==> run_1/placement.png <==
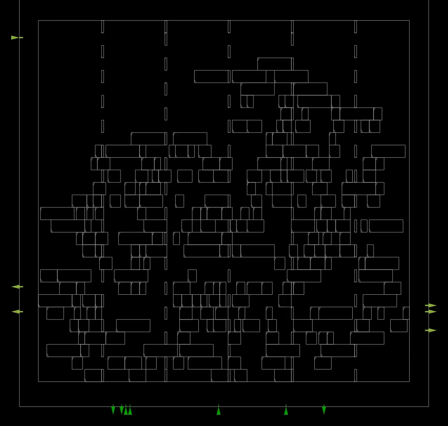
==> run_1/flops_by_reg.png <==
Drawn at 3 px/µm.
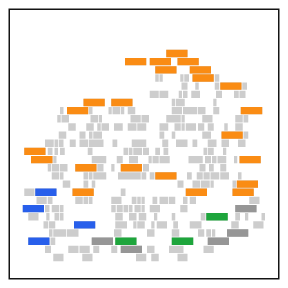
==> run_1/clk_routes.png <==
Drawn at 3 px/µm.
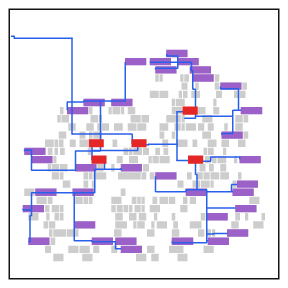
### src/rtl/amp_pwr_seq.sv
// Class-D amplifier power-up / fault sequencer: gates sht_dwn and mute.
// Optional retry lockout is enabled by defining RETRY_LIMIT_EN.
module amp_pwr_seq #(
    parameter int STARTUP_CYC  = 250000,
    parameter int FLT_HOLD_CYC = 2500000,
    parameter int RETRY_MAX    = 3
) (
    input  logic       clk,
    input  logic       rst_n,
    input  logic       Flt_n,
    input  logic       seq_low,
    input  logic       vld,
    output logic       sht_dwn,
    output logic       mute,
    output logic       amp_on,
    output logic [3:0] fault_cnt,
    output logic       locked
);

    localparam int MAX_CYC = (STARTUP_CYC > FLT_HOLD_CYC) ?
                             STARTUP_CYC : FLT_HOLD_CYC;
    localparam int TW = $clog2(MAX_CYC) + 1;

    localparam logic [TW-1:0] WARM_END = TW'(STARTUP_CYC - 1);
    localparam logic [TW-1:0] HOLD_END = TW'(FLT_HOLD_CYC - 1);

`ifdef RETRY_LIMIT_EN
    localparam bit LIMIT_EN = 1'b1;
`else
    localparam bit LIMIT_EN = 1'b0;
`endif

    typedef enum logic [2:0] {
        S_IDLE,
        S_WARM,
        S_UNMUTE,
        S_RUN,
        S_FAULT,
        S_LOCK
    } state_t;

    state_t          r_state;
    logic [TW-1:0]   r_timer;
    logic [3:0]      r_fault_cnt;
    logic            r_flt_s1;
    logic            r_flt_s2;
    // {sht_dwn, mute, amp_on, locked}
    logic [3:0]      r_out;

    logic            w_flt;
    logic            w_armed;
    logic [3:0]      w_cnt_inc;
    logic            w_lock_hit;
    state_t          w_flt_st;

    // Output pattern for each state, loaded together with the state.
    function automatic logic [3:0] f_out(state_t s);
        logic [3:0] v;
        v = 4'b1100;
        case (s)
            S_UNMUTE: v = 4'b0100;
            S_RUN:    v = 4'b0010;
`ifdef RETRY_LIMIT_EN
            S_LOCK:   v = 4'b1101;
`endif
            default:  v = 4'b1100;
        endcase
        return v;
    endfunction

    assign w_flt     = ~r_flt_s2;
    assign w_armed   = (r_state == S_WARM) ||
                       (r_state == S_UNMUTE) ||
                       (r_state == S_RUN);
    assign w_cnt_inc = (r_fault_cnt == 4'hF) ? 4'hF :
                       r_fault_cnt + 4'd1;
    assign w_lock_hit = LIMIT_EN &&
                        (int'(w_cnt_inc) >= RETRY_MAX);
    assign w_flt_st  = w_lock_hit ? S_LOCK : S_FAULT;

    // Two-flop synchronizer for the asynchronous fault pin, idles high.
    always_ff @(posedge clk) begin
        if (!rst_n) begin
            r_flt_s1 <= 1'b1;
            r_flt_s2 <= 1'b1;
        end else begin
            r_flt_s1 <= Flt_n;
            r_flt_s2 <= r_flt_s1;
        end
    end

    // Sequencer FSM: state, shared timer, fault counter and outputs.
    always_ff @(posedge clk) begin
        if (!rst_n) begin
            r_state     <= S_IDLE;
            r_timer     <= '0;
            r_fault_cnt <= '0;
            r_out       <= 4'b1100;
        end else if (w_flt && w_armed) begin
            r_state     <= w_flt_st;
            r_timer     <= '0;
            r_fault_cnt <= w_cnt_inc;
            r_out       <= f_out(w_flt_st);
        end else begin
            unique case (r_state)
                S_IDLE: begin
                    if (seq_low && !w_flt) begin
                        r_state <= S_WARM;
                        r_timer <= '0;
                        r_out   <= f_out(S_WARM);
                    end
                end
                S_WARM: begin
                    if (r_timer == WARM_END) begin
                        r_state <= S_UNMUTE;
                        r_timer <= '0;
                        r_out   <= f_out(S_UNMUTE);
                    end else begin
                        r_timer <= r_timer + 1'b1;
                    end
                end
                S_UNMUTE: begin
                    if (vld) begin
                        r_state <= S_RUN;
                        r_timer <= '0;
                        r_out   <= f_out(S_RUN);
                    end
                end
                S_RUN: begin
                    r_out <= f_out(S_RUN);
                end
                S_FAULT: begin
                    if (w_flt) begin
                        r_timer <= '0;
                    end else if (r_timer == HOLD_END) begin
                        r_state <= S_IDLE;
                        r_timer <= '0;
                        r_out   <= f_out(S_IDLE);
                    end else begin
                        r_timer <= r_timer + 1'b1;
                    end
                end
                S_LOCK: begin
                    r_out <= f_out(S_LOCK);
                end
                default: begin
                    r_state <= S_IDLE;
                    r_timer <= '0;
                    r_out   <= 4'b1100;
                end
            endcase
        end
    end

    assign sht_dwn   = r_out[3];
    assign mute      = r_out[2];
    assign amp_on    = r_out[1];
    assign locked    = r_out[0];
    assign fault_cnt = r_fault_cnt;

endmodule

### config.mk
export PLATFORM = sky130hd
export DESIGN_NAME = amp_pwr_seq
export DESIGN_NICKNAME = d
export VERILOG_FILES = /design/src/rtl/amp_pwr_seq.sv
export SDC_FILE = /design/constraint.sdc
export NUM_CORES = 1
export LEC_CHECK = 0
export CAP_MARGIN = 20
export CORE_MARGIN = 4
export CORE_UTILIZATION = 30
export DETAILED_ROUTE_END_ITERATION = 8
export PLACE_DENSITY = 0.48
export SYNTH_ARGS = -nofsm -noshare
export SYNTH_HDL_FRONTEND = slang
export SYNTH_SLANG_ARGS = --single-unit
### constraint.sdc
create_clock -name clk -period 5.6 [get_ports clk]
set_input_delay 0.56 -clock clk [delete_from_list [all_inputs] [get_ports clk]]
set_output_delay 0.56 -clock clk [all_outputs]
set_load 0.02 [all_outputs]
==> reports/results.ini, run 1 <==
[final_timing]
worst_pin_slew_ns=0.7458
setup_slack_ns=2.871
hold_viol=0
drv_slew=0

[clocking]
cts_root_buf=clkbuf_8
cts_buffer_depth=2
cts_sinks=35

[worst_setup_path]
timing.rr.start=r_timer[12]$_SDFFE_PP0P_
cp-startpoint=r_timer[12]$_SDFFE_PP0P_
cp_num_cells=5
worst-path-max-fanout=16
cp_top_family=AND-OR/OR-AND gates

[global_route]
grt_pass1_wl_um=7962
antenna_found_initial=0
grt_util_all_layers=0.1268
met2_usage=0.1962

[power_and_ir_drop]
leakagePower_nw=0.6914
irDropWorstVdd_mv=0.1172
p_seq_frac=0.535
p_int_w=0.0003596
power_switching_w=0.0001236

[cells_and_area]
stdcell_area_um2=2191
final_common_cell=dfxtp_1

[placed_design]
placed_cells=312

[synthesis]
aoi_share=0.2101
simple_gate_share=0.3091
yosysWarnings=0
syn_nets=242
synth_cell_types=54
ys_async_sr_fraction=0
yosys.area.top_type=dfxtp_1
common_cells=35 x dfxtp_1, 20 x nand2_1, 19 x nor2_1
synthesis.area_um2=1983

[routing]
vias=1736
drtIter0Drc=109

[outcome]
outcome=complete, no violations

-- placement.png (at the start) --
number of fill cells: 690
n_taps: 77
fin cells: 321
Placement Rows: 29
Core Area: 6386 µm²

-- flops_by_reg.png (at the start) --
legend:
  blue:
    signal: `fault_cnt`
    flops: 4
    where: south-west
  green:
    signal: `r_state`
    flops: 3
  orange:
    signal: `r_timer`
    flops: 23
not coloured: 5
sequential logic power: 0.000258 W
Reg area: 700.7 µm²
sequential cell area share: 0.3198
final core occ: 0.3431

-- clk_routes.png (at the start) --
legend:
  blue:
    item: clock wires
    length: 526 µm
  red:
    item: clock drivers
    count: 5
  purple:
    item: flip-flops
    count: 35
routed clock nets: 6

-- run 1: cell type report --
type	instances	area, µm²	area share
Clock buffer	7	76.32	0.03484
Clock inverter	1	5.005	0.002284
Inverter	9	33.78	0.01542
Multi-Input combinational cell	178	1146	0.5231
Sequential cell	35	700.7	0.3198
Tap cell	77	96.34	0.04397
Timing Repair Buffer	14	132.6	0.06054
-- run 1: stage by stage --
stage | hold WS (ns) | util
after global placement | 0.3951 | 0.3292
after CTS | 0.4139 | 0.3419
after global routing | 0.4281 | 0.3431
after floorplan | 0.3863 | -
after detailed placement | 0.3963 | 0.3292
final | 0.4094 | 0.3431
-- run 1: sequential cells by signal, indices dropped and copies added (netlist names) --
register   flops
r_timer       23
fault_cnt      4
r_out          3
r_state        3
r_flt_s1       1
r_flt_s2       1
==> run 2, diff against run 1 <==
Settings changed: PLACE_DENSITY 0.48 to 0.5.
Clock period 5.6 ns to 2.5 ns, I/O delays scaled along.
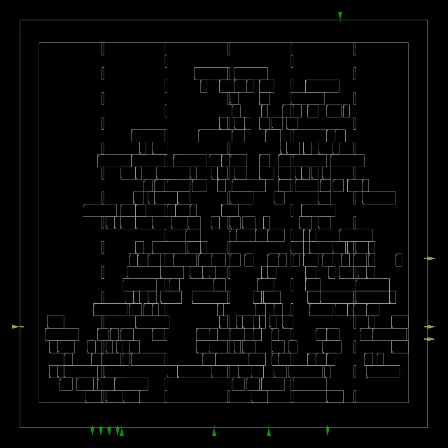
(run_2/placement.png)
fin cells: 335
final core occ: 0.3644

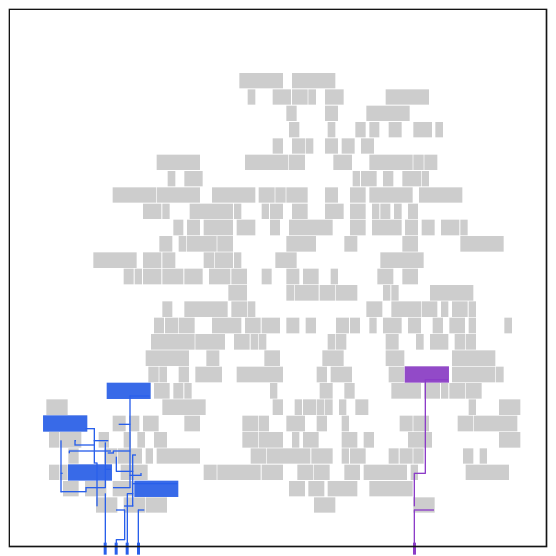
(run_2/io_fan.png)
Drawn at 6 px/µm.
legend:
  purple:
    port: `sht_dwn`
    bits: 1
    direction: output
    edge: south
    end_cells: 1
    wire: 35.4 µm
  blue:
    port: `fault_cnt`
    bits: 4
    direction: output
    edge: south
    end_cells: 4
    wire: 138 µm

==> run 2 against run 1 <==
  * Final area is 6.2% higher
  * Die size stayed put
  * Area after synthesis stayed put
  * Critical path depth is 1 higher
  * Fmax is 16% higher
  * Clock skew hardly changed
  * First-iteration DRC count is 7.3% higher
  * Critical path type unchanged
  * Largest power group unchanged
==> reports/results.ini, run 2 <==
[synthesis]
ys_async_sr_fraction=0
yosysWarnings=0
synth_cell_types=54
common_cells=35 x dfxtp_1, 20 x nand2_1, 19 x nor2_1
synthesis.area_um2=1983
syn_nets=242

[floorplan]
taps=77
core_um2=6386

[global_route]
grt_pass1_wl_um=8114
grt_util_all_layers=0.1311
met2_usage=0.1983

[cells_and_area]
comb_share=0.4925
nonClkBufAreaFrac=0.1075
inv_count=9
ff_count=35
largest_reg_flops=23
fillCellCount=675
clock_buffers=8
largest_cell_class=multi-input combinational cells
comb.multi_input.count=178
final_common_cell=dfxtp_1
n_all_buffers=28
seq_area_um2=700.7
seq-cell-share=0.3011
area.combinational_um2=1146
drive_gt1_frac=0.1395

[final_timing]
worst_pin_slew_ns=0.6740
hold_viol=0
fin_hold_ws_ns=0.4103
drv_slew=0

[power_and_ir_drop]
p_seq_w=0.000574
p_seq_frac=0.494
power_switching_w=0.0002879
irDropWorstVdd_mv=0.2965
leakagePower_nw=0.7796

[worst_setup_path]
timing.rr.start=r_timer[13]$_SDFFE_PP0P_
cp_num_cells=6
worst-path-max-fanout=13
cp_top_family=simple AND/OR/NAND/NOR gates
cp-startpoint=r_timer[13]$_SDFFE_PP0P_

[hold_path]
holdPathEnd=r_flt_s2$_SDFF_PN1_

[routing]
drtIter0Drc=117
vias=1804

[clocking]
cts_sinks=35
cts_root_buf=clkbuf_8

[outcome]
outcome=complete, no violations

-- run 2: cells by family after synthesis --
group | synth area share
fa+ha+maj | 0.01262
xor+xnor | 0.04417
compound gates | 0.2101
simple gates | 0.3091
buf+inv | 0.06876
other cells | 0.001891
flops | 0.3533
-- run 2: through the flow --
| step | total power, W | area [µm²] | utilization | cells | setup slack [ns] |
|---|---|---|---|---|---|
| final | 0.001162 | 2327 | 0.3644 | 335 | 0.1508 |
| after global routing | 0.001221 | 2327 | 0.3644 | 335 | 0.02956 |
| after CTS | 0.001176 | 2327 | 0.3644 | 335 | 0.1540 |
| after detailed placement | 0.0007199 | 2227 | 0.3487 | 327 | 0.1271 |
| after global placement | 0.0007196 | 2227 | 0.3487 | 327 | 0.1391 |
| after floorplan | 0.0006728 | 1983 | - | 235 | 0.2529 |
Power and IR drop assume default switching activity.
